### src/rtl/alu_port_arbiter.sv
// Shares one ALU operand path between the execute issue (port 0) and the multi-cycle
// unit (port 1): round-robin issue onto registered ALU inputs, tagged result return.
module alu_port_arbiter #(
    parameter int DW      = 32,
    parameter int OPW     = 4,
    parameter int ALU_LAT = 1
) (
    input  logic           clk,
    input  logic           rst_n,
    input  logic           req0,
    input  logic [DW-1:0]  op_a0,
    input  logic [DW-1:0]  op_b0,
    input  logic [OPW-1:0] opc0,
    output logic           ack0,
    output logic           rsp_valid0,
    input  logic           flush0,
    input  logic           req1,
    input  logic [DW-1:0]  op_a1,
    input  logic [DW-1:0]  op_b1,
    input  logic [OPW-1:0] opc1,
    output logic           ack1,
    output logic           rsp_valid1,
    output logic [DW-1:0]  rsp_data,
    output logic           alu_valid,
    output logic [DW-1:0]  alu_a,
    output logic [DW-1:0]  alu_b,
    output logic [OPW-1:0] alu_op,
    output logic           mux_sel,
    input  logic [DW-1:0]  alu_result
);

    // Handshake: reqN is a level held with stable operands/opcode until ackN is seen;
    // ackN is a registered one-cycle pulse, and reqN is not sampled while ackN is high.
    logic           elig0;
    logic           elig1;
    logic           any_elig;
    logic           win;

    logic           ack0_q, ack0_d;
    logic           ack1_q, ack1_d;
    logic           alu_valid_q, alu_valid_d;
    logic           mux_sel_q, mux_sel_d;
    logic           last_grant_q, last_grant_d;
    logic           issue_live_q, issue_live_d;
    logic [DW-1:0]  alu_a_q, alu_a_d;
    logic [DW-1:0]  alu_b_q, alu_b_d;
    logic [OPW-1:0] alu_op_q, alu_op_d;
    logic           rsp_valid0_q, rsp_valid0_d;
    logic           rsp_valid1_q, rsp_valid1_d;
    logic [DW-1:0]  rsp_data_q, rsp_data_d;

    // Per-stage {valid, owner} as seen this cycle, already masked by flush0.
    logic [ALU_LAT:0] stg_v;
    logic [ALU_LAT:0] stg_o;

    assign elig0    = req0 & ~ack0_q;
    assign elig1    = req1 & ~ack1_q;
    assign any_elig = elig0 | elig1;
    assign win      = elig1 & (~elig0 | ~last_grant_q);

    always_comb begin
        ack0_d       = 1'b0;
        ack1_d       = 1'b0;
        alu_valid_d  = any_elig;
        mux_sel_d    = mux_sel_q;
        last_grant_d = last_grant_q;
        issue_live_d = 1'b0;
        alu_a_d      = alu_a_q;
        alu_b_d      = alu_b_q;
        alu_op_d     = alu_op_q;
        if (any_elig) begin
            ack0_d       = ~win;
            ack1_d       = win;
            mux_sel_d    = win;
            last_grant_d = win;
            // A port-0 issue that coincides with flush0 still goes out but never answers.
            issue_live_d = ~(flush0 & ~win);
            alu_a_d      = win ? op_a1 : op_a0;
            alu_b_d      = win ? op_b1 : op_b0;
            alu_op_d     = win ? opc1 : opc0;
        end
    end

    assign stg_v[0] = alu_valid_q & issue_live_q & ~(flush0 & ~mux_sel_q);
    assign stg_o[0] = mux_sel_q;

    generate
        if (ALU_LAT > 0) begin : g_tag_pipe
            logic [ALU_LAT-1:0] tag_v_q;
            logic [ALU_LAT-1:0] tag_o_q;

            always_ff @(posedge clk or negedge rst_n) begin
                if (!rst_n) begin
                    tag_v_q <= '0;
                    tag_o_q <= '0;
                end else begin
                    tag_v_q <= stg_v[ALU_LAT-1:0];
                    tag_o_q <= stg_o[ALU_LAT-1:0];
                end
            end

            assign stg_v[ALU_LAT:1] = tag_v_q & ~({ALU_LAT{flush0}} & ~tag_o_q);
            assign stg_o[ALU_LAT:1] = tag_o_q;
        end
    endgenerate

    // The last stage lines up with alu_result being valid, so capture it here.
    always_comb begin
        rsp_valid0_d = stg_v[ALU_LAT] & ~stg_o[ALU_LAT];
        rsp_valid1_d = stg_v[ALU_LAT] & stg_o[ALU_LAT];
        rsp_data_d   = stg_v[ALU_LAT] ? alu_result : rsp_data_q;
    end

    always_ff @(posedge clk or negedge rst_n) begin
        if (!rst_n) begin
            ack0_q       <= 1'b0;
            ack1_q       <= 1'b0;
            alu_valid_q  <= 1'b0;
            mux_sel_q    <= 1'b0;
            last_grant_q <= 1'b1;
            issue_live_q <= 1'b0;
            alu_a_q      <= '0;
            alu_b_q      <= '0;
            alu_op_q     <= '0;
            rsp_valid0_q <= 1'b0;
            rsp_valid1_q <= 1'b0;
            rsp_data_q   <= '0;
        end else begin
            ack0_q       <= ack0_d;
            ack1_q       <= ack1_d;
            alu_valid_q  <= alu_valid_d;
            mux_sel_q    <= mux_sel_d;
            last_grant_q <= last_grant_d;
            issue_live_q <= issue_live_d;
            alu_a_q      <= alu_a_d;
            alu_b_q      <= alu_b_d;
            alu_op_q     <= alu_op_d;
            rsp_valid0_q <= rsp_valid0_d;
            rsp_valid1_q <= rsp_valid1_d;
            rsp_data_q   <= rsp_data_d;
        end
    end

    assign ack0       = ack0_q;
    assign ack1       = ack1_q;
    assign alu_valid  = alu_valid_q;
    assign mux_sel    = mux_sel_q;
    assign alu_a      = alu_a_q;
    assign alu_b      = alu_b_q;
    assign alu_op     = alu_op_q;
    assign rsp_valid0 = rsp_valid0_q;
    assign rsp_valid1 = rsp_valid1_q;
    assign rsp_data   = rsp_data_q;

endmodule

### config.mk
export PLATFORM = sky130hd
export DESIGN_NAME = alu_port_arbiter
export DESIGN_NICKNAME = d
export VERILOG_FILES = /design/src/rtl/alu_port_arbiter.sv
export SDC_FILE = /design/constraint.sdc
export NUM_CORES = 1
export LEC_CHECK = 0
export ABC_AREA = 1
export CELL_PAD_IN_SITES_DETAIL_PLACEMENT = 1
export CELL_PAD_IN_SITES_GLOBAL_PLACEMENT = 2
export CORE_MARGIN = 2
export CORE_UTILIZATION = 22
export DETAILED_ROUTE_END_ITERATION = 16
export PLACE_DENSITY = 0.86
export SLEW_MARGIN = 10
export SYNTH_ARGS = -nofsm -noshare
export SYNTH_HDL_FRONTEND = slang
export SYNTH_SLANG_ARGS = --single-unit
### constraint.sdc
create_clock -name clk -period 2.75 [get_ports clk]
set_input_delay 0.275 -clock clk [delete_from_list [all_inputs] [get_ports clk]]
set_output_delay 0.275 -clock clk [all_outputs]
set_load 0.005 [all_outputs]
A small window of the routed layout:
Window x 107 to 132, y 27 to 52 um. Cells in gray, sequential cells in the stronger gray; small squares are vias.
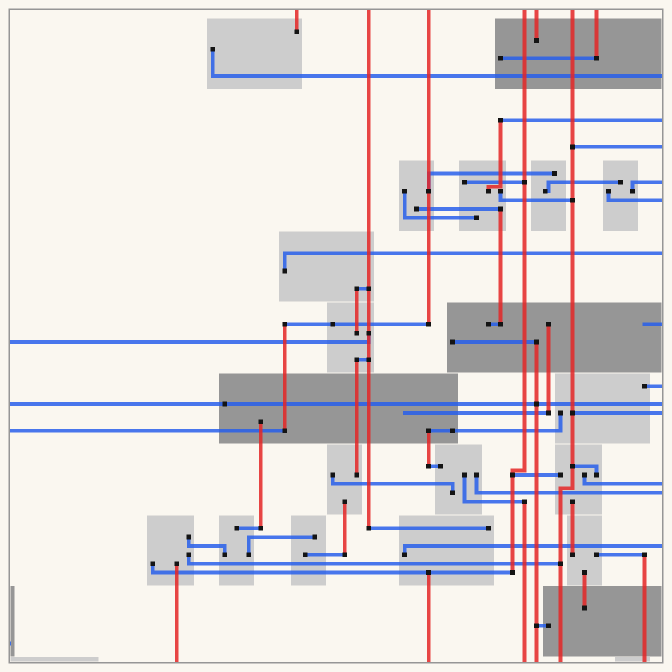
color	layer
red	met2
blue	met1
sequential cells in the window	3
most frequent	nand3_1 (5), nand2_1 (5), clkdlybuf4s50_1 (4)
netlist names of flops here include	alu_a (3)
cells with their middle in the window	19

Track usage over the die:
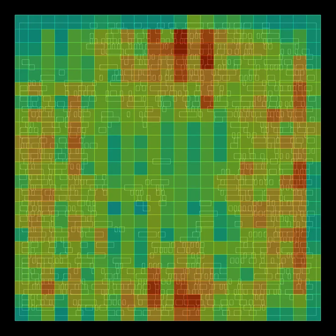
Avg WL per Cell: 17.0 um
Util after Layout: 37.1%
met1 usage: 21.7%
Total GRT Usage: 17.0%

Floorplan with the power grid:
Bar = 50 um. Pins as bars on the die edge. Tap cells in gray.
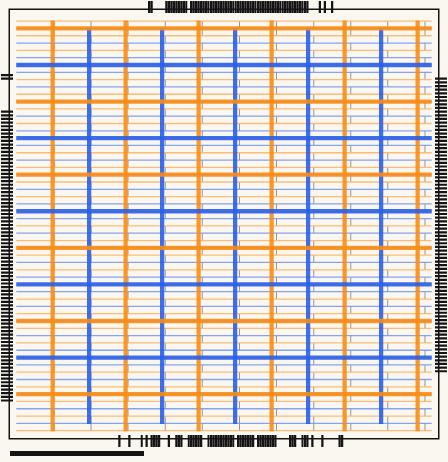
color	net
blue	VDD
orange	VSS
met1 rails	57
met4 straps	11
signal pins	279
met5 straps	11
rows	56

M4 wires:
Cells faint in the background.
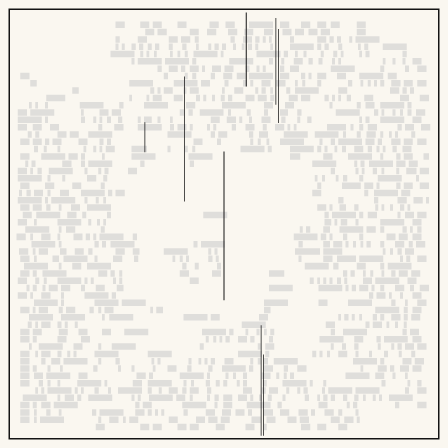
longest straight run	55.1 um
share of all routed wire	1.3%
nets with wire on the layer	7
main direction	vertical
wire length on this layer	277 um
final WL: 21.5 mm
vias post-DR: 5609

Metal layers overlaid:
Only two layers are drawn.
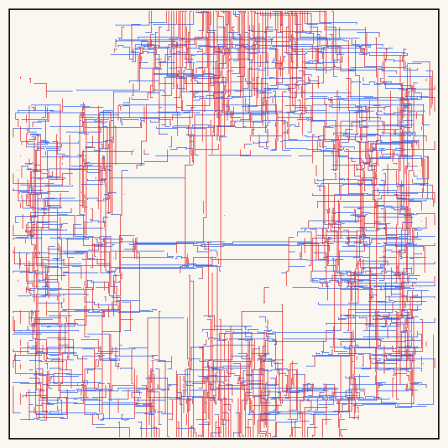
color	layer	wire length
red	met2	9840 um
blue	met1	9460 um

cell families (layout without fill, tap and decap cells):
kind of cell | count (synthesis) | after routing
buffers and inverters | 127 | 385
and+or+nand+nor | 447 | 447
AOI/OAI and AO/OA | 5 | 5
DFF | 110 | 110
layout make-up:
cell class              count  share of cell area (%)
clock inverters             7                   0.875
multi-input cells         452                    23.2
flip-flops and latches    110                    31.6
repair buffers            294                    34.0
inverters                  75                    3.23
clock buffers               9                    2.58
well taps                 319                    4.58
cell usage after synthesis:
library cell  count  share of area (%)
nor2_4            1               0.21
inv_1            74                5.2
inv_2             1              0.071
nand3_1         236                 22
a21oi_1           2               0.19
o21ai_0           2               0.19
buf_1             2               0.14
buf_2            28                2.6
dfrtp_1         109                 51
nor2_1            2               0.14
dfstp_2           1               0.50
nand3_2           1               0.19
o21ai_1           1              0.094
buf_4             4               0.57
nand2_1         205                 15
nand2_2           2               0.24
clkbuf_1         18                1.3
worst reg2reg max path: stages (launching register included):
cell	delay (ns)
dfrtp_1	0.47
nor2_4	0.40
buf_4	0.42
nand3_1	0.15
nand2_1	0.09
inv_1	0.04
nand2_1	0.05
worst paths after layout:
kind | endpoint | cells past startpoint | start | slack [ns]
worst min register to register | rsp_valid0$_DFF_PN0_ | 1 | g_tag_pipe.tag_o_q$_DFF_PN0_ | 0.43
worst max register to register | alu_a[28]$_DFFE_PN0N_ | 6 | ack1$_DFF_PN0_ | 1.07
worst min-delay path | rsp_valid0$_DFF_PN0_ | 1 | g_tag_pipe.tag_o_q$_DFF_PN0_ | 0.43
worst max-delay path | alu_a[28]$_DFFE_PN0N_ | 6 | ack1$_DFF_PN0_ | 1.07
max in group asynchronous | alu_a[18]$_DFFE_PN0N_ | 3 | rst_n | 1.64
min in group asynchronous | rsp_data[24]$_DFFE_PN0P_ | 3 | rst_n | 0.44
what timing repair did:
item / in CTS / in global routing
endpoints found under the setup margin: 0 / 0
hold buffers: 1 / 0
endpoints found under the hold margin: 60 / 0
layer usage:
metal | up-vias | global-route usage, %
met5 | - | 0
met2 | 190 | 27.8
met3 | 20 | 6.28
met1 | 2688 | 21.7
met4 | 2 | 3.51
li1 | 2709 | -
sequential cells by signal, summed over array words and instances, names as in the netlist:
signal	count
issue_live_q	1
g_tag_pipe.tag_v_q	1
alu_a	32
rsp_valid0	1
last_grant_q	1
alu_op	4
g_tag_pipe.tag_o_q	1
alu_valid	1
alu_b	32
mux_sel	1
ack1	1
rsp_valid1	1
ack0	1
rsp_data	32
metrics by stage:
stage / cell area [um2] / hold slack (ns) / setup slack [ns] / utilization (%)
floorplan: 5300 / -0.0206 / 1.48 / -
global route: 8720 / 0.447 / 0.918 / 37.1
CTS: 8720 / 0.434 / 1.02 / 37.1
finish: 8720 / 0.427 / 1.07 / 37.1
global placement: 8410 / 0.313 / 0.752 / 35.7
detailed placement: 8410 / 0.316 / 0.709 / 35.7
power breakdown:
group	internal (mW)	switching (mW)
clock network	0.644	0.705
logic	1.56	1.27
registers	2.18	0.315
==> deck_impl_summary.md <==
Flow Results at a Glance

Outcome
  – Status: finished, final reports clean

Pwr
  – Max VDD drop: 0.318 mV
  – Pwr/cell area: 764 nW/um2
  – Power Total: 6.67 mW
  – Static leakage: 4.19 nW

Worst hold path
  – HP Class: flip-flop to flip-flop

Route
  – DRC Markers: 0
  – DRT iter0 DRCs: 260
  – Met3 wire len: 1.90 mm
  – Met2 wire length: 9.84 mm
  – Final ANT Viol Nets: 0
  – Top sig layer: met5
  – Pre-Repair DR Iteration Count: 4
  – Vias per std cell: 4.43
  – Post-Route M1 WL: 9.46 mm

Finish
  – Share of cells above drive strength 1: 4.22%
  – Nets: 1115
  – Final Non-Filler Cells: 1266
  – Most frequent cells in the layout: 277 x clkdlybuf4s50_1, 236 x nand3_1, 203 x nand2_1
  – Most used logic cell in the final layout: clkdlybuf4s50_1
  – Flop area: 2750 um2
  – Gate Area: 2020 um2
  – Antenna cells: 0
  – Fill cell count: 2906
  – Area Growth Syn to Fin: 64.7%

CTS
  – Post-CTS Setup Bufs: 0
  – CTS sink count: 110
  – Root Driver: clkbuf_16
  – Post-cts gate resize count: 0
  – Insertion Delay late pin: 0.36 ns
  – CTS tree: built
  – H-tree levels: 3
  – Clk pin slew, worst setup/hold paths: 0.08 ns
  – Maximum root-to-sink buffer count: 2
  – CTS Buf Count: 9

Floorplan
  – Floorplan core density: 22.5%
  – # IOs: 279
  – Die ar.: 25300 um2
  – Row count: 56
  – Die span in x: 159 um
  – Die Y: 159 um
  – Core area: 23500 um2

Timing
  – RSZ-0062 raised after global routing: no
  – Max Slew Vio Count: 0
  – Final setup violation count: 0
  – Max-slew headroom: 52.0%
  – Fin. Hold Viols: 0
  – Final Critical Period: 1.68 ns
  – Tcrit/Tclk final: 61.2%
  – Worst Tran Pin Value: 0.720 ns
  – Max Clk Rate: 594 MHz
  – TNS Setup: 0 ns
  – Clock skew: 0.0121 ns

Setup path
  – Worst setup path category: flip-flop to flip-flop
  – Crit path cell chain: nor2_4 > buf_4 > nand3_1 > nand2_1 > inv_1 > nand2_1
  – CP dominant cell by count: nand2_1
  – Top Family by Delay on Critical Path: simple AND/OR/NAND/NOR gates
  – Crit path max fanout: 28
  – Crit path launch type: flip-flop
  – CP Data Required Time: 3.04 ns
  – Crit-path max cell delay: 0.47 ns
  – CP Buf/Inv Count: 2
  – Worst Path Arrival: 1.97 ns
  – CP Capture Type: flip-flop
  – CP max stage cell: dfrtp_1

Synthesis
  – Post-Syn Area: 5300 um2
  – YS warnings: 0
  – Yosys adder share: 0%
  – Synth logic family: simple AND/OR/NAND/NOR gates
  – Synthesized registers: 110
  – Cells after Synth: 689
  – Distinct lib cells: 17
  – Yosys aoi share: 0.472%
  – Yosys stat area: 5300 um2
  – Simple logic cell fraction of the synthesized area: 37.6%
  – Mux share: 0%
  – Number of cells in Yosys stat: 689
  – Seq/Total Area, Yosys: 52.0%
  – XOR/XNOR Fraction of Synth Area: 0%
  – Mapped Nets: 862
  – Syn_area_per_cell: 7.69 um2

Global routing
  – Global route overflow: 0
  – Largest net degree at the start of global routing: 71
  – Vias in the first global route: 5991
  – Initial antenna violation count: 1
  – First-pass GRT wire length: 34.5 mm

Flow run
  – Log Warnings: 26
  – Max_cap viols: 0

Placed design
  – # placed instances: 1249
  – I/O Buffers: 278
  – GPL Wtd Cong: 0.736
  – Final HPWL DP: 14.6 mm
Power is estimated from default activity; no workload was simulated.
